**Run 1: clock wires, drivers and flops**

The bar under the picture is 50 µm long.
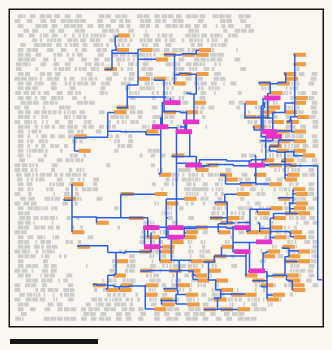
**Run 1: clock routing**

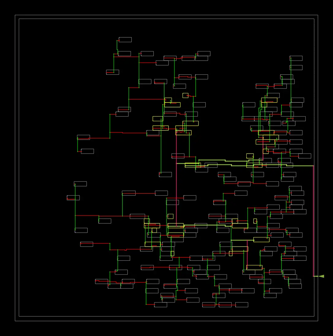
**Run 1: sizing map**

The bar under the picture is 50 µm long.
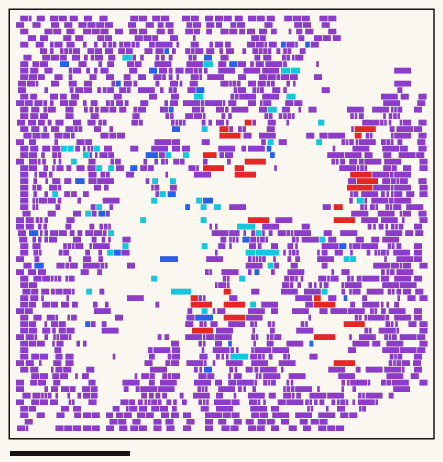
==> config.mk <==
export PLATFORM = sky130hd
export DESIGN_NAME = axi_lite_mmio_bridge_flat
export DESIGN_NICKNAME = d
export VERILOG_FILES = /design/src/rtl/axi_lite_mmio_bridge_if.sv /design/src/rtl/axi_lite_mmio_bridge.sv /design/src/flat_wrapper.sv
export SDC_FILE = /design/constraint.sdc
export NUM_CORES = 1
export LEC_CHECK = 0
export CAP_MARGIN = 20
export CORE_AREA = 2 2 175 177
export CTS_CLUSTER_SIZE = 25
export DETAILED_ROUTE_END_ITERATION = 8
export DIE_AREA = 0 0 177 179
export HOLD_SLACK_MARGIN = 0.1
export PLACE_DENSITY = 0.64
export SETUP_SLACK_MARGIN = 0.02
export SYNTH_ARGS = -nofsm -noshare
export SYNTH_HDL_FRONTEND = slang
export SYNTH_SLANG_ARGS = --single-unit
==> constraint.sdc <==
create_clock -name S_AXI_ACLK -period 2.6 [get_ports S_AXI_ACLK]
set_input_delay 0.52 -clock S_AXI_ACLK [delete_from_list [all_inputs] [get_ports S_AXI_ACLK]]
set_output_delay 0.52 -clock S_AXI_ACLK [all_outputs]
set_load 0.03 [all_outputs]
==> flow_summary.ini, run 1 <==
; generated from flow reports
[global_route]
antenna_found_initial = 1
grt_first_pass_wirelength_mm = 53.0
grtUsageTotal = 0.220
grt_pass1_vias = 8997

[clock_network]
post-cts-setup-buffers = 0
cts_max_path_buffers = 2
hold_buffers = 0
cts_tree = yes
cts.clk_slew.worst_paths_ps = 70
cts.htree.levels = 4
ctsResizeCount = 0
cts-root-buf = clkbuf_16

[finish]
lay_top_count = clkdlybuf4s50_1
layout_top_cells = 442 x clkdlybuf4s50_1, 176 x nand2_1, 152 x a21oi_1, 152 x dfxtp_1, 56 x nor3_1
drive_gt1_frac = 0.0778
nets = 1800
combGateArea_um2 = 4590
regArea_um2 = 3110

[route]
routedWlPerCell_um = 19.6
viasPerCell = 5.04
drt_iter0_drc = 569
drt-pass1-iter-count = 4
final_antenna_net_count = 0
routed_wl_mm = 36.3
remaining_drc_errors = 0

[setup_path]
critPathArrivalTime_ps = 2610
ff2ff_path_depth = 6
regToRegSetupSlack_ps = 300
crit_type = register to register
cp-end-kind = register
cp_max_fo = 27
setup.worst_path.start_class = register

[final_timing]
slew-limit-headroom = 0.406
maxSlewViolCount = 0
finalSetupViolCount = 0
fin_tns_setup_ps = 0
worstMarginPinSlew_ps = 891
final.period_utilization = 0.884
fmax_mhz = 435

[yosys]
synth-warning-count = 0
edf_count = 0
synthFlopType = dfxtp_1
ys_chip_area_um2 = 8230
ys_async_sr_fraction = 0
synthCells = 1040
ys_ff = 155
ys_seq_frac = 0.377
netlist_area_um2 = 8230
synth.distinct_cells = 61
yosys_cells = 1040

[floorplanning]
chip_area_um2 = 31700
io_pins = 450
rows = 64
core_area_um2 = 30000
fp_util = 0.274
dieHeight_um = 179

[placement]
detailed_place_hpwl_mm = 28.7
port_buffers = 443
dp_cells = 1817
place.gp.congestion = 0.906
dpl_cell_area_um2 = 13000

[status]
status = finished, final reports clean

[hold_path]
whs_path_depth = 2

[pwr]
p_per_area_nw_per_um2 = 484
ir_drop_v = 0.000365

[job]
maxCapViolCount = 0
-- 'clock wires, drivers and flops' (at the start) --
[clock wires] blue | length: 2080 µm
[flip-flops] orange | count: 155
[clock drivers] magenta | count: 17
routed clock nets: 18
Worst Skew: 14.6 ps
Clock Power Share: 0.375
Clk. pwr: 2.46 mW
clk_lat worst skew: 420 ps

-- 'clock routing' (at the start) --
CTS buffer count: 17
clock sink count: 155
Flops: 155
final-layout clock buffer total: 17

-- 'sizing map' (at the start) --
[_2 cells] blue | cells: 33 | share: 2.3%
[_0 and _1 cells] purple | cells: 1340 | share: 92%
[_3 and _4 cells] cyan | cells: 53 | share: 3.6%
[_6 and larger] red | cells: 27 | share: 1.9%
setup slack after layout: 302 ps
fin area: 13600 µm²
area delta synth->final: 64.9%
bufs w/o clock: 480

## run 1: cells by family after synthesis
| family | count (synthesis) | synth area share |
|---|---|---|
| AND/OR/NAND/NOR | 372 | 0.222 |
| AND-OR/OR-AND | 345 | 0.279 |
| multiplexers | 40 | 0.0492 |
| XOR/XNOR | 1 | 0.00106 |
| adder cells (fa/ha/maj) | 1 | 0.00152 |
| buffers and inverters | 125 | 0.0693 |
| other | 1 | 0.000455 |
| flip-flops | 155 | 0.377 |
## run 1: Yosys cell counts, types with 3 or more instances
| master | n | area [µm²] |
|---|---|---|
| buf_6 | 6 | 67.6 |
| dfxtp_1 | 155 | 3100 |
| o211ai_1 | 10 | 75.1 |
| o22ai_1 | 17 | 106 |
| inv_1 | 25 | 93.8 |
| nand2b_1 | 4 | 25.0 |
| mux2_2 | 4 | 45.0 |
| nand3_1 | 8 | 40.0 |
| nand2_1 | 176 | 661 |
| a22oi_1 | 18 | 135 |
| o21ai_0 | 29 | 145 |
| nor3_1 | 57 | 285 |
| nor2_4 | 7 | 78.8 |
| buf_1 | 4 | 15.0 |
| o21a_1 | 3 | 22.5 |
| buf_2 | 23 | 115 |
| o221ai_1 | 26 | 228 |
| a221oi_1 | 11 | 96.3 |
| nor2_2 | 7 | 43.8 |
| buf_4 | 3 | 22.5 |
| a21oi_1 | 152 | 761 |
| and2_1 | 39 | 244 |
| a211oi_1 | 4 | 30.0 |
| nor3_2 | 6 | 60.1 |
| a22o_1 | 36 | 315 |
| clkbuf_1 | 63 | 236 |
| or3_1 | 3 | 18.8 |
| nor2_1 | 27 | 101 |
| a221o_1 | 17 | 170 |
| nor2b_1 | 12 | 75.1 |
| and3_1 | 11 | 68.8 |
| mux2i_1 | 36 | 360 |
## run 1: area by class of cell
| type | count | share of cell area |
|---|---|---|
| Antenna cell | 1 | 0.000184 |
| Clock buffer | 17 | 0.0313 |
| Clock inverter | 15 | 0.0114 |
| Inverter | 25 | 0.00691 |
| Multi-Input combinational cell | 761 | 0.338 |
| Sequential cell | 155 | 0.229 |
| Tap cell | 396 | 0.0365 |
| Timing Repair Buffer | 480 | 0.347 |
## run 1: stage by stage
stage	utilization	hold slack (ps)	worst slack, ps	total power [mW]
finish	0.452	438	302	6.57
global route	0.452	451	130	6.89
CTS	0.452	423	290	6.65
detailed placement	0.433	439	311	4.16
global placement	0.433	434	352	4.15
floorplan	-	430	740	3.29
## run 1: critical path: stages (launching register included)
cell     delay (ps)
dfxtp_2         480
nor2b_2         220
buf_4           340
nand2_1         380
o32ai_1         260
o31ai_1         160
a221o_1         350
## run 1: power breakdown
part,internal (mW),switching [mW],total (mW)
sequential,2.48,0.0908,2.57
combinational,0.819,0.720,1.54
clock,1.36,1.10,2.46
## run 1: layer usage
metal	wire, µm	global-route usage	up-vias
li1	-	-	4535
met1	15600	0.283	4385
met2	17800	0.376	363
met3	2220	0.0407	38
met4	658	0.0551	0
met5	0	0	-
==> run 2: changes to the inputs <==
Settings changed: GPL_TIMING_DRIVEN set to 0.
**Run 2: clock wires, drivers and flops**

The bar under the picture is 50 µm long.
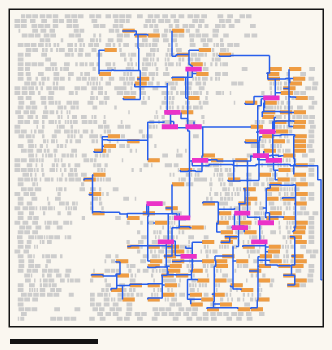
[flip-flops] orange | count: 155
[clock drivers] magenta | count: 17
[clock wires] blue | length: 2100 µm
routed clock nets: 18
clk_lat worst skew: 440 ps
Clock Power Share: 0.381

==> run 2 against run 1 <==
Via count up 3.9%. Design area is 1.5% higher. Count of clock-buffer cells in the layout did not move. Setup slack worse by 140 ps. Register-to-register slack lost 140 ps.
==> flow_summary.ini, run 2 <==
; generated from flow reports
[status]
status = finished, final reports clean

[yosys]
xor_area_frac = 0.00106
ys_sh_adder = 0.00152
ys_chip_area_um2 = 8230
mux_share = 0.0492
yosys-top-cells-count = 176 x nand2_1, 155 x dfxtp_1, 152 x a21oi_1
edf_count = 0
netlist_area_um2 = 8230
top_logic_kind = AND-OR/OR-AND gates
synthFlopType = dfxtp_1
synth-warning-count = 0
top_cells_by_area = dfxtp_1 38%, a21oi_1 9.2%, nand2_1 8.0%, mux2i_1 4.4%, a22o_1 3.8%
yosys_cells = 1040
synthCells = 1040
largest_area_cell = dfxtp_1
synth_top_area_share = 0.377
synth.distinct_cells = 61
ys_ff = 155
synth-simple-area-share = 0.222
ys_seq_frac = 0.377

[placement]
dp_cells = 1879
port_buffers = 442
place.gp.congestion = 0.896
place_ws_ps = -116
detailed_place_hpwl_mm = 32.7

[floorplanning]
chip_area_um2 = 31700
io_pins = 450
rows = 64
core_area_um2 = 30000
fp_util = 0.274
die_w_um = 177

[clock_network]
cts-root-buf = clkbuf_16
cts.htree.levels = 4
cts_tree = yes
cts_max_path_buffers = 2
cts_num_sinks = 155
hold_buffers = 0
cts.clk_slew.worst_paths_ps = 80

[setup_path]
regToRegSetupSlack_ps = 160
cp-end-kind = register
setup.worst_path.start_class = register
cp_max_fo = 10
crit_type = register to register
critPathArrivalTime_ps = 2790
ff2ff_path_depth = 6

[finish]
syn2layout_area_growth_pct = 67.4
regArea_um2 = 3100
lay_top_count = clkdlybuf4s50_1
combGateArea_um2 = 4570
nets = 1861

[route]
final_antenna_net_count = 0
remaining_drc_errors = 0
routed_wl_mm = 39.9
drt_iter0_drc = 556
drt-pass1-iter-count = 5
viasPerCell = 5.06

[pwr]
switchingPower_mw = 2.09
seqPwrFrac = 0.379
p_per_area_nw_per_um2 = 487
swShare = 0.311
ir_drop_v = 0.000335

[global_route]
grt_pass1_vias = 9228
grtUsageTotal = 0.240
grt_first_pass_wirelength_mm = 56.5

[final_timing]
fmax_mhz = 410
slew-limit-headroom = 0.538
clock_skew_ps = 16.8
finalSetupViolCount = 0
final.period_utilization = 0.939
maxSlewViolCount = 0

[job]
maxCapViolCount = 0

[hold_path]
whs_path_depth = 2
-- run 2: final cells by class --
type	count	area share
Tap cell	396	0.0359
Sequential cell	155	0.225
Clock buffer	17	0.0309
Clock inverter	15	0.0140
Buffer	99	0.0347
Multi-Input combinational cell	761	0.331
Timing Repair Buffer	442	0.321
Antenna cell	3	0.000545
Inverter	25	0.00681
-- run 2: cell families (layout without fill, tap and decap cells) --
| kind of cell | after synthesis | count (layout) |
|---|---|---|
| adders and majority gates | 1 | 1 |
| and+or+nand+nor | 372 | 372 |
| AOI/OAI and AO/OA | 345 | 345 |
| xor gates and xnor gates | 1 | 1 |
| DFF | 155 | 155 |
| other | 1 | 5 |
| muxes | 40 | 40 |
| buffers and inverters | 125 | 598 |
-- run 2: power groups by stage --
stage	clock network, mW	logic (mW)	registers, mW
finish	2.55	1.61	2.54
floorplan	0	0.649	2.65
detailed placement	0	1.61	2.60
CTS	2.60	1.62	2.54
global placement	0	1.60	2.59
global route	2.70	1.73	2.56
-- run 2: repair_timing --
item	4_1_cts	5_1_grt
buffers inserted	0	0
setup endpoints to repair	9	16
resized	2	3
-- run 2: worst max-delay path, stage by stage, from the launching register on --
cell	delay (ps)
dfxtp_1	370
nor4_4	550
nand2_2	200
nor3_1	560
buf_2	380
o211ai_1	170
o22ai_1	130
-- run 2: per-stage QoR --
stage / area [µm²] / hold slack [ps]
finish: 13800 / 450
global route: 13800 / 469
CTS: 13800 / 451
detailed placement: 13200 / 439
global placement: 13200 / 435
floorplan: 8240 / 430
-- run 2: metal layers --
metal,wire length (µm),up-vias,part of all wire,global-route usage
met4,864,0,0.022,0.0747
met2,19900,426,0.50,0.417
li1,-,4677,-,-
met5,0,-,0,0
met1,16600,4536,0.42,0.300
met3,2530,42,0.064,0.0445
Power is estimated from default activity; no workload was simulated.
